$ cat src/rtl/uart_pkt_parser.sv
// Frames UART byte strobes into SYNC/CMD/LEN/payload/CHK packets and replays
// validated payloads as a ready/valid stream. Optional idle timeout: UART_PKT_TIMEOUT_EN.
module uart_pkt_parser #(
  parameter int         MAX_LEN     = 16,
  parameter logic [7:0] SYNC_BYTE   = 8'hAA,
  parameter int         TIMEOUT_CYC = 208340
) (
  input  logic       clk,
  input  logic       rst,
  input  logic       i_rx_done,
  input  logic [7:0] i_data,
  output logic       o_pkt_valid,
  output logic [7:0] o_cmd,
  output logic [7:0] o_len,
  output logic [7:0] o_byte,
  output logic       o_byte_valid,
  input  logic       i_byte_ready,
  output logic       o_pkt_done,
  output logic       o_err,
  output logic [1:0] o_err_code,
  output logic       o_drop
);

  localparam int         AW        = (MAX_LEN > 1) ? $clog2(MAX_LEN) : 1;
  localparam logic [7:0] MAX_LEN_B = 8'(MAX_LEN);

  localparam logic [1:0] ERR_CHK     = 2'd1;
  localparam logic [1:0] ERR_LEN     = 2'd2;
  localparam logic [1:0] ERR_TIMEOUT = 2'd3;

  typedef enum logic [2:0] {
    S_IDLE,
    S_CMD,
    S_LEN,
    S_PAYLOAD,
    S_CHK,
    S_OUT
  } state_t;

  state_t      state_q, state_d;
  logic [7:0]  cmd_q, cmd_d;
  logic [7:0]  len_q, len_d;
  logic [7:0]  chk_q, chk_d;
  logic [7:0]  wr_idx_q, wr_idx_d;
  logic [7:0]  rd_idx_q, rd_idx_d;
  logic        err_q, err_d;
  logic [1:0]  err_code_q, err_code_d;
  logic        drop_q, drop_d;
  logic        wr_en;
  logic        byte_valid;
  logic        xfer;
  logic        pkt_done;
  logic [7:0]  mem_q [MAX_LEN];

`ifdef UART_PKT_TIMEOUT_EN
  localparam int CW = $clog2(TIMEOUT_CYC + 1);
  logic [CW-1:0] cnt_q, cnt_d;
  logic          in_frame;
  logic          to_hit;

  // Fires on the cycle whose increment would bring the idle count to TIMEOUT_CYC-1.
  assign in_frame = (state_q == S_CMD) || (state_q == S_LEN) ||
                    (state_q == S_PAYLOAD) || (state_q == S_CHK);
  assign to_hit   = in_frame && !i_rx_done && (cnt_q == CW'(TIMEOUT_CYC - 2));

  always_comb begin
    cnt_d = cnt_q;
    if (i_rx_done) begin
      cnt_d = '0;
    end else if (in_frame) begin
      cnt_d = cnt_q + CW'(1);
    end
  end

  always_ff @(posedge clk or posedge rst) begin
    if (rst) begin
      cnt_q <= '0;
    end else begin
      cnt_q <= cnt_d;
    end
  end
`endif

  assign byte_valid = (state_q == S_OUT) && (rd_idx_q < len_q);
  assign xfer       = byte_valid && i_byte_ready;

  always_comb begin
    state_d    = state_q;
    cmd_d      = cmd_q;
    len_d      = len_q;
    chk_d      = chk_q;
    wr_idx_d   = wr_idx_q;
    rd_idx_d   = rd_idx_q;
    err_d      = 1'b0;
    err_code_d = err_code_q;
    drop_d     = 1'b0;
    wr_en      = 1'b0;
    pkt_done   = 1'b0;

    unique case (state_q)
      S_IDLE: begin
        if (i_rx_done && (i_data == SYNC_BYTE)) begin
          state_d = S_CMD;
        end
      end
      S_CMD: begin
        if (i_rx_done) begin
          cmd_d   = i_data;
          chk_d   = i_data;
          state_d = S_LEN;
        end
      end
      S_LEN: begin
        if (i_rx_done) begin
          len_d = i_data;
          chk_d = chk_q ^ i_data;
          if (i_data > MAX_LEN_B) begin
            err_d      = 1'b1;
            err_code_d = ERR_LEN;
            state_d    = S_IDLE;
          end else if (i_data == 8'd0) begin
            state_d = S_CHK;
          end else begin
            wr_idx_d = 8'd0;
            state_d  = S_PAYLOAD;
          end
        end
      end
      S_PAYLOAD: begin
        if (i_rx_done) begin
          wr_en    = 1'b1;
          chk_d    = chk_q ^ i_data;
          wr_idx_d = wr_idx_q + 8'd1;
          if (wr_idx_q + 8'd1 == len_q) begin
            state_d = S_CHK;
          end
        end
      end
      S_CHK: begin
        if (i_rx_done) begin
          if (i_data == chk_q) begin
            rd_idx_d = 8'd0;
            state_d  = S_OUT;
          end else begin
            err_d      = 1'b1;
            err_code_d = ERR_CHK;
            state_d    = S_IDLE;
          end
        end
      end
      S_OUT: begin
        // The replay buffer is busy; anything the UART delivers now is lost.
        drop_d = i_rx_done;
        if (len_q == 8'd0) begin
          pkt_done = 1'b1;
          state_d  = S_IDLE;
        end else if (xfer) begin
          rd_idx_d = rd_idx_q + 8'd1;
          if (rd_idx_q == len_q - 8'd1) begin
            pkt_done = 1'b1;
            state_d  = S_IDLE;
          end
        end
      end
      default: state_d = S_IDLE;
    endcase

`ifdef UART_PKT_TIMEOUT_EN
    if (to_hit) begin
      err_d      = 1'b1;
      err_code_d = ERR_TIMEOUT;
      state_d    = S_IDLE;
    end
`endif
  end

  always_ff @(posedge clk or posedge rst) begin
    if (rst) begin
      state_q    <= S_IDLE;
      cmd_q      <= 8'd0;
      len_q      <= 8'd0;
      chk_q      <= 8'd0;
      wr_idx_q   <= 8'd0;
      rd_idx_q   <= 8'd0;
      err_q      <= 1'b0;
      err_code_q <= 2'd0;
      drop_q     <= 1'b0;
    end else begin
      state_q    <= state_d;
      cmd_q      <= cmd_d;
      len_q      <= len_d;
      chk_q      <= chk_d;
      wr_idx_q   <= wr_idx_d;
      rd_idx_q   <= rd_idx_d;
      err_q      <= err_d;
      err_code_q <= err_code_d;
      drop_q     <= drop_d;
    end
  end

  // Payload storage carries no reset; contents only matter after a full write.
  always_ff @(posedge clk) begin
    if (wr_en) begin
      mem_q[wr_idx_q[AW-1:0]] <= i_data;
    end
  end

  assign o_pkt_valid  = (state_q == S_OUT);
  assign o_cmd        = cmd_q;
  assign o_len        = len_q;
  assign o_byte       = byte_valid ? mem_q[rd_idx_q[AW-1:0]] : 8'd0;
  assign o_byte_valid = byte_valid;
  assign o_pkt_done   = pkt_done;
  assign o_err        = err_q;
  assign o_err_code   = err_code_q;
  assign o_drop       = drop_q;

endmodule

$ cat config.mk
export PLATFORM = sky130hd
export DESIGN_NAME = uart_pkt_parser
export DESIGN_NICKNAME = d
export VERILOG_FILES = /design/src/rtl/uart_pkt_parser.sv
export SDC_FILE = /design/constraint.sdc
export NUM_CORES = 1
export LEC_CHECK = 0
export CORE_ASPECT_RATIO = 0.7
export CORE_MARGIN = 1.5
export CORE_UTILIZATION = 65
export CTS_BUF_LIST = sky130_fd_sc_hd__clkbuf_4
export DETAILED_ROUTE_END_ITERATION = 8
export PLACE_DENSITY = 0.86
export SLEW_MARGIN = 30
export SYNTH_ARGS = -nofsm -noshare
export SYNTH_HDL_FRONTEND = slang
export SYNTH_SLANG_ARGS = --single-unit
$ cat constraint.sdc
create_clock -name clk -period 4.9 [get_ports clk]
set_clock_uncertainty 0.05 [all_clocks]
set_input_delay 0.735 -clock clk [delete_from_list [all_inputs] [get_ports clk]]
set_output_delay 0.735 -clock clk [all_outputs]
set_load 0.05 [all_outputs]
==> out/metrics.yaml <==
status: "complete, no violations"
whs_path_depth: 1
grt_max_degree: 48
comb_area_share_pct: 31.9
netlist.top_cell.by_area: "edfxtp_1"
tightest_slew_ns: 0.957
buffers: 48
clkTransAtPathRegs_ns: 0.13
fp-row-count: 33
seq_area_share_pct: 57.2
viasPerCell: 6.55
yosys-stat-area_mm2: 0.00804
path_depth: 8
cp_max_fo: 6
arrival_ns: 3.80
gp_congestion: 0.854
first_global_vias: 4942
ys_sh_simple_pct: 10.8
nClkBuffers: 19
hold_path_end: "wr_idx_q[7]"
grtUsageTotal_pct: 30.0
clockRootBuffer: "clkbuf_4"
fillers: 725
synthTopCellsByArea: "edfxtp_1 (48%), dfrtp_1 (15%), mux4_2 (11%)"
drt_iter0_drc: 575
antenna_cells: 1
rrSetupSlack_ns: 2.04
synth_nets: 570
cp-end-kind: "output pin"
vias: 4907
synth_warnings: 0
drc_errors: 0
crit_chain: "inv_1 > ha_1 > and2b_2 > o311a_2 > nor4_1 > o2111ai_1 > a21boi_0 > clkdlybuf4s50_1"
hp-class: "flip-flop to flip-flop"
fp_util_pct: 67.6
power_density_mw_per_mm2: 477
cp_top_family: "buffers and inverters"
synth-seq-cells: 175
seq_area_mm2: 0.00502
grt_pass1_wl_mm: 27.8
top_cells_by_count: "edfxtp_1 (128), dfrtp_1 (47), mux4_2 (40), nand2_1 (40), nor2_1 (24)"
fmax_mhz: 218
cts_made_buffers: 17
setup_viol: 0
firstDrtPassIters: 6
layout_top_cell: "edfxtp_1"
leakage_uw: 0.00304
synthTopLogicFamily: "multiplexers"
## worst max-delay path by stage
| stage | endpoint | start |
|---|---|---|
| after floorplan | o_pkt_done | o_len[0] |
| after global placement | o_byte[2] | rd_idx_q[0] |
| after detailed placement | o_pkt_done | rd_idx_q[0] |
| after CTS | o_pkt_done | rd_idx_q[0] |
| after global routing | o_pkt_done | rd_idx_q[0] |
| final | o_pkt_done | o_len[0] |
## through the flow
| step | instance area [µm²] | total power [µW] | cells |
|---|---|---|---|
| floorplan | 8040 | 3020 | 543 |
| global placement | 8530 | 3360 | 716 |
| detailed placement | 8530 | 3430 | 716 |
| CTS | 8780 | 4190 | 748 |
| global route | 8780 | 4390 | 748 |
| finish | 8780 | 4190 | 749 |
## registers in the layout (all words and copies together) (netlist names)
signal      flops
mem_q         128
chk_q           8
o_cmd           8
o_len           8
rd_idx_q        8
wr_idx_q        8
state_q         3
o_err_code      2
o_drop          1
o_err           1
## power breakdown
group	switching [µW]	leakage [µW]	total, µW	internal (µW)
combinational	843	0.00114	1480	632
clock	506	0.000151	772	266
sequential	218	0.00175	1940	1730
## routing by layer
| metal | global-route usage [%] | share of wire [%] | vias to the layer above |
|---|---|---|---|
| li1 | - | - | 2130 |
| met1 | 42.7 | 41 | 2447 |
| met2 | 44.8 | 46 | 295 |
| met3 | 9.90 | 11 | 35 |
| met4 | 9.40 | 1.9 | 0 |
| met5 | 0 | 0 | - |
## what timing repair did
item	in CTS	in global routing
setup endpoints to repair	0	1
resized	0	1
hold endpoints to repair	0	0
## cell families (layout without fill, tap and decap cells)
kind of cell               after synthesis  count (layout)
DFF                                    175             175
and+or+nand+nor                        159             159
AOI/OAI and AO/OA                       59              59
muxes                                   50              50
buffers and inverters                   45              93
xor gates and xnor gates                40              40
adders and majority gates               15              15
other                                    0               1
Figure 1. PDN straps and rails.
The bar under the picture is 50 µm long. Pins as bars on the die edge.
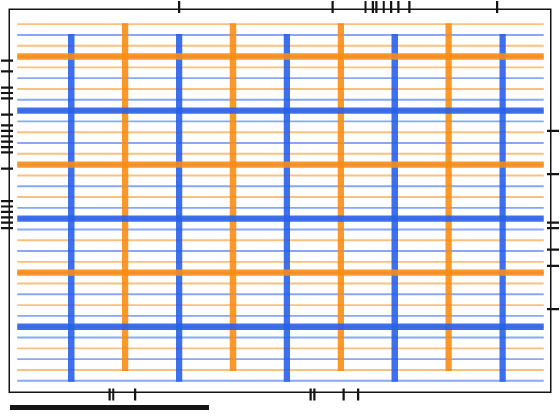
Key: VDD = orange; VSS = blue
43 signal pins sit on the boundary. 34 met1 rails follow the rows. 6 straps on met5.

Figure 2. Placement by cell class.
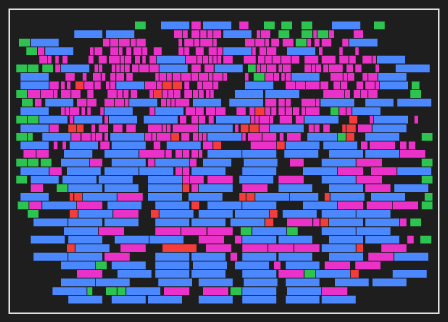
Key: registers = blue [cells 175, share of their area 58%]; remaining buffers and delay cells = green [cells 48, share of their area 5.3%]; remaining logic cells = magenta [cells 336, share of their area 33%]; clock drivers and dummy loads = red [cells 32, share of their area 3.0%]

Power is estimated from default activity; no workload was simulated.
